$ cat src/rtl/branch_compare_serial.sv
// rtl/branch_compare_serial.sv - serial MSB-first branch compare unit, DIGIT bits per cycle
// Optional early exit on the first differing digit: BRCMP_EARLY_EXIT_EN
module branch_compare_serial #(
    parameter int WIDTH = 32,
    parameter int DIGIT = 4
) (
    input  logic             iClk,
    input  logic             iRst,
    input  logic             iValid,
    output logic             oReady,
    input  logic [WIDTH-1:0] iDataA,
    input  logic [WIDTH-1:0] iDataB,
    input  logic [2:0]       iFunct3,
    output logic             oValid,
    input  logic             iReady,
    output logic             oTaken,
    output logic             oLess,
    output logic             oEqual,
    output logic             oErr
);

    localparam int ND = WIDTH / DIGIT;
    localparam int CW = $clog2(ND + 1);
    localparam logic [CW-1:0] LAST = CW'(ND);

    typedef enum logic [1:0] {S_IDLE, S_RUN, S_DONE} state_t;

    state_t          state_q;
    logic [WIDTH-1:0] a_q, b_q;
    logic [2:0]      f3_q;
    logic            lt_q, gt_q;
    logic [CW-1:0]   cnt_q;
    logic            ready_q, valid_q, taken_q, less_q, equal_q, err_q;

    logic             sgn_d;
    logic [WIDTH-1:0] msb_mask_d;
    logic [DIGIT-1:0] dig_a_d, dig_b_d;
    logic             run_end_d;
    logic             taken_d, err_d;

    // Flipping the sign bit of both operands turns a signed compare into an unsigned one
    assign sgn_d      = iFunct3[2] & ~iFunct3[1];
    assign msb_mask_d = {sgn_d, {(WIDTH-1){1'b0}}};

    // Operands shift left each cycle so the digit under test is always at the top
    assign dig_a_d = a_q[WIDTH-1 -: DIGIT];
    assign dig_b_d = b_q[WIDTH-1 -: DIGIT];

`ifdef BRCMP_EARLY_EXIT_EN
    assign run_end_d = (cnt_q == LAST) || lt_q || gt_q;
`else
    assign run_end_d = (cnt_q == LAST);
`endif

    always_comb begin
        taken_d = 1'b0;
        err_d   = 1'b0;
        case (f3_q)
            3'b000:         taken_d = !lt_q && !gt_q;
            3'b001:         taken_d = lt_q || gt_q;
            3'b100, 3'b110: taken_d = lt_q;
            3'b101, 3'b111: taken_d = !lt_q;
            default:        err_d   = 1'b1;
        endcase
    end

    always_ff @(posedge iClk) begin
        if (iRst) begin
            state_q <= S_IDLE;
            a_q     <= '0;
            b_q     <= '0;
            f3_q    <= '0;
            lt_q    <= 1'b0;
            gt_q    <= 1'b0;
            cnt_q   <= '0;
            ready_q <= 1'b1;
            valid_q <= 1'b0;
            taken_q <= 1'b0;
            less_q  <= 1'b0;
            equal_q <= 1'b0;
            err_q   <= 1'b0;
        end else begin
            case (state_q)
                S_IDLE: begin
                    if (iValid) begin
                        a_q     <= iDataA ^ msb_mask_d;
                        b_q     <= iDataB ^ msb_mask_d;
                        f3_q    <= iFunct3;
                        lt_q    <= 1'b0;
                        gt_q    <= 1'b0;
                        cnt_q   <= '0;
                        ready_q <= 1'b0;
                        taken_q <= 1'b0;
                        less_q  <= 1'b0;
                        equal_q <= 1'b0;
                        err_q   <= 1'b0;
                        state_q <= S_RUN;
                    end
                end
                S_RUN: begin
                    if (run_end_d) begin
                        valid_q <= 1'b1;
                        taken_q <= taken_d;
                        less_q  <= lt_q;
                        equal_q <= !lt_q && !gt_q;
                        err_q   <= err_d;
                        state_q <= S_DONE;
                    end else begin
                        if (!lt_q && !gt_q) begin
                            if (dig_a_d < dig_b_d) begin
                                lt_q <= 1'b1;
                            end else if (dig_a_d > dig_b_d) begin
                                gt_q <= 1'b1;
                            end
                        end
                        a_q   <= a_q << DIGIT;
                        b_q   <= b_q << DIGIT;
                        cnt_q <= cnt_q + CW'(1);
                    end
                end
                S_DONE: begin
                    if (iReady) begin
                        valid_q <= 1'b0;
                        ready_q <= 1'b1;
                        state_q <= S_IDLE;
                    end
                end
                default: begin
                    state_q <= S_IDLE;
                    ready_q <= 1'b1;
                    valid_q <= 1'b0;
                end
            endcase
        end
    end

    assign oReady = ready_q;
    assign oValid = valid_q;
    assign oTaken = taken_q;
    assign oLess  = less_q;
    assign oEqual = equal_q;
    assign oErr   = err_q;

endmodule
$ cat config.mk
export PLATFORM = sky130hd
export DESIGN_NAME = branch_compare_serial
export DESIGN_NICKNAME = d
export VERILOG_FILES = /design/src/rtl/branch_compare_serial.sv
export SDC_FILE = /design/constraint.sdc
export NUM_CORES = 1
export LEC_CHECK = 0
export CAP_MARGIN = 25
export CORE_UTILIZATION = 41
export DETAILED_ROUTE_END_ITERATION = 6
export PLACE_DENSITY_LB_ADDON = 0.3
export SYNTH_ARGS = -nofsm -noshare
export SYNTH_HDL_FRONTEND = slang
export SYNTH_SLANG_ARGS = --single-unit
$ cat constraint.sdc
create_clock -name iClk -period 2.05 [get_ports iClk]
set_input_delay 0.3075 -clock iClk [delete_from_list [all_inputs] [get_ports iClk]]
set_output_delay 0.3075 -clock iClk [all_outputs]
set_load 0.005 [all_outputs]
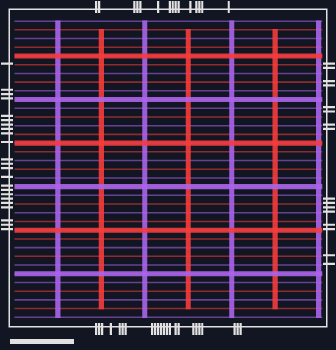
(floorplan with the power grid)
The bar under the picture is 20 µm long. Pins as bars on the die edge.
| net | color |
|---|---|
| VSS | purple |
| VDD | red |
met5 straps: 6
met4 straps: 7
signal pins: 77
rows: 34

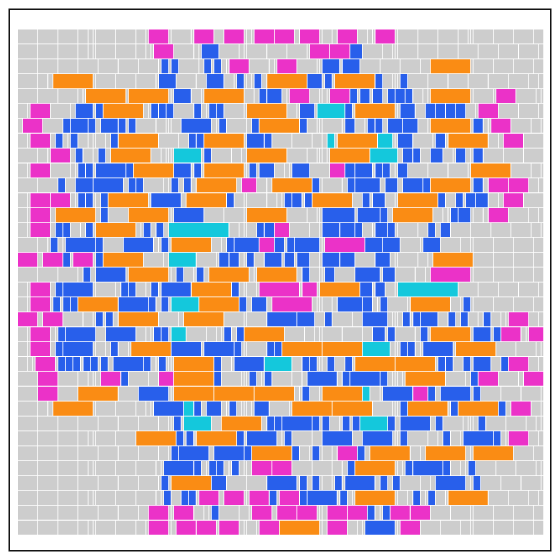
(cells colored by class)
Fill, decap, tap and diode cells in gray.
| class | color | cells |
|---|---|---|
| remaining buffers and delay cells | magenta | 87 |
| remaining logic cells | blue | 331 |
| sequential cells | orange | 81 |
| clock drivers and dummy loads | cyan | 16 |
Final Util: 54.9%
# rows: 34
Core Area: 8890 µm²

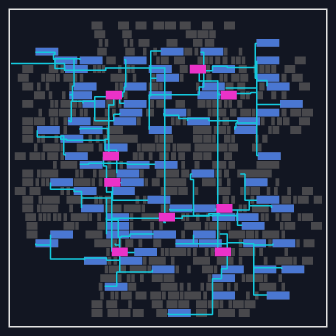
(clock distribution)
[clock wires] cyan | length: 968 µm
[clock-net drivers] magenta | count: 9
[flip-flops] blue | count: 81
flops lie: spread over the die
clk_skew: 8.38 ps
Latency at later pin: 350 ps
Clk pwr share: 34.1%
clk pwr: 0.00125 W

==> impl_metrics.json <==
{
  "edf_count": 0,
  "grt.overflow.total": 0,
  "dominant-cell-class": "combinational gates",
  "tightest_slew_ps": 504,
  "flops": 81,
  "hpwl_um": 5860,
  "hp-start": "iRst",
  "power_density_nw_per_um2": 750,
  "ant_nets": 0,
  "reg2reg_slack_ps": 160,
  "fmax_ghz": 0.528,
  "relSlewSlack_pct": 66.4,
  "hold_viol": 0,
  "nMultiInputCombCells": 322,
  "synth.distinct_cells": 39,
  "inverters_excl_clock": 9,
  "synth.avg_cell_area_um2": 8.54,
  "r2r_end": "a_q[6]",
  "rsz0062_at_grt": "no",
  "cts_htree_levels": 3,
  "die-area_um2": 9740,
  "power_leakage_nw": 1.82,
  "dpl.cell_count": 607,
  "startpoint_type": "register",
  "final-clk-cell-share_pct": 4.33,
  "remaining_drc_errors": 0,
  "syn_inst": 449,
  "nFillCells": 812,
  "place_congestion": 0.823,
  "areaGrowthSynthToFinish_pct": 27.3,
  "hold_path_class": "input pin to register",
  "most_common_cell": "nand2_1",
  "post-cts-setup-buffers": 0,
  "cts_tree": "done",
  "pg_seq_w": 0.00176,
  "yosys_area_um2": 3830,
  "yosys-stat-cells": 449,
  "crit_path_end_kind": "register",
  "die-width_um": 98.7,
  "seqCellArea_um2": 1620,
  "grt_use_total_pct": 18.4,
  "hold-worst-slack_ps": 416,
  "maxCapViolations": 0,
  "min_to": "a_q[2]",
  "worst_ep_required_time_ps": 2300,
  "comb_share_pct": 40.7,
  "ctsResizeCount": 0,
  "peakVddDrop_mv": 0.292,
  "fp_util_pct": 43.1,
  "via_per_inst": 5.28,
  "antenna_found_initial": 0,
  "layout_min_cycle_time_ps": 1890,
  "drive_above_1_share_pct": 14.0,
  "cpMaxStageDelayCell": "dfxtp_1",
  "status": "finished, final reports clean",
  "seqAreaFraction_pct": 33.2,
  "n_antenna_cell": 0,
  "ys_seq_elements": 81,
  "drtPass1Iterations": 5,
  "critical_path_class": "register to register",
  "p_comb_w": 0.000648,
  "ctsHoldBuffers": 0,
  "cts_buffer_depth": 2,
  "grt_pass1_wl_um": 14400,
  "warnings": 27,
  "period_used_pct": 92.4,
  "netlist_area_um2": 3830,
  "rr_startpoint": "cnt_q[0]",
  "crit_arrival_ps": 2140,
  "dieHeight_um": 98.7,
  "drtIter0Drc": 143,
  "common_cells": "nand2_1, dfxtp_1, nor2_1",
  "top_cell_area_share_pct": 42.3,
  "dpl_cell_area_um2": 4660,
  "nets": 587,
  "well_tap_count": 108,
  "synth-async-reset-ratio_pct": 0,
  "final_area_um2": 4880,
  "buffer_area_share_pct": 18.3,
  "grt_max_degree": 57,
  "root_buffer": "clkbuf_8",
  "drt-total-wl_um": 8690,
  "path_delay_family": "AND-OR/OR-AND gates",
  "path_buffers": 2,
  "finalSetupViolCount": 0,
  "power.group.top": "sequential cells",
  "fp_nets": 526,
  "io_buffer_count": 76,
  "pwr-share-seq_pct": 48.2,
  "switching_share_pct": 26.4,
  "crit_path_max_fanout": 55,
  "ys_warn_count": 0,
  "pin_count": 77,
  "path_clk_slew_ps": 80,
  "finalNonFillerCells": 623,
  "intPower_w": 0.00270,
  "grt_pass1_vias": 3111,
  "top_area_cell": "dfxtp_1",
  "cp-startpoint": "cnt_q[0]",
  "logic_area_um2": 1990,
  "power_frac_comb_pct": 17.7,
  "ys_seq_share_pct": 42.3,
  "cpPeakStageDelay_ps": 360,
  "hold_depth": 2,
  "ys.flop_type": "dfxtp_1",
  "timing.final.max_slew_violations": 0,
  "p_sw_w": 0.000965,
  "setup-tns-final_ps": 0,
  "n_all_buffers": 87,
  "worst_r2r_path_depth": 7,
  "crit_chain": "inv_1, ha_1, and3b_1, a21oi_4, buf_12, nor2_1, a311oi_1",
  "area_leaders": "dfxtp_1, a311oi_2, nand2_1, nor2_1, a311oi_1"
}
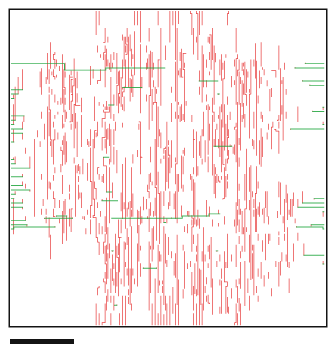
(routed metal, one color a layer)
The bar under the picture is 20 µm long. Only two layers are drawn.
| layer | color | wire length |
|---|---|---|
| M2 | red | 3970 µm |
| M3 | green | 279 µm |
via count: 3288
WL/cell: 13.9 µm

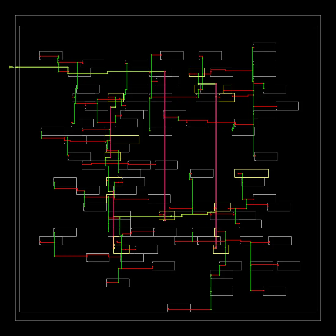
(the clock network)
CTS buffer count: 9
CTS sink cnt: 81
clock buffer count: 11

## how the worst max path moves through the flow
stage,slack (ps),to,cells past startpoint
floorplan,440,b_q[21],7
global placement,170,a_q[12],6
detailed placement,110,a_q[10],6
CTS,130,a_q[10],7
global route,9,a_q[10],7
finish,160,a_q[6],7
## sequential cells by signal, indices dropped and copies added (netlist names), 2 cells and up
name	flops
cnt_q	4
state_q	2
b_q	32
f3_q	3
a_q	32
## per-layer routing
layer / routed length (µm) / global-route usage [%]
met2: 3970 / 30.5
met4: 169 / 8.15
met5: 0 / 0
met1: 4270 / 23.6
met3: 279 / 2.91
## per-stage QoR
| step | util, % | worst slack, ps | power [W] |
|---|---|---|---|
| after floorplan | - | 436 | 0.00221 |
| after global placement | 52.4 | 174 | 0.00242 |
| after detailed placement | 52.4 | 112 | 0.00244 |
| after CTS | 54.8 | 127 | 0.00369 |
| after global routing | 54.9 | 9.27 | 0.00383 |
| final | 54.9 | 156 | 0.00366 |
## cells by family after synthesis
group / share of synthesized area, %
and+or+nand+nor: 23.2
AOI/OAI and AO/OA: 25.5
DFF: 42.3
buffers and inverters: 6.30
adders and majority gates: 1.96
xor gates and xnor gates: 0.686
## cells in the final DEF (no fill, tap or decap), types with 2 or more instances in the layout
cell type        count
a311oi_2            41
nor4_1               4
inv_1                9
nand3_1              7
nor3_1               2
a22oi_1              8
clkbuf_8             9
a311oi_1            13
bufinv_16            2
nand2b_1             4
a21oi_1             15
nand2_1            124
a211o_1              2
clkdlybuf4s50_1     75
dfxtp_1             81
ha_1                 6
buf_12               4
buf_4                8
xor2_1               2
clkbuf_1             2
o211ai_1             2
nor2_1              71
clkinvlp_4           2
o21ai_0              3
Power and IR drop assume default switching activity.
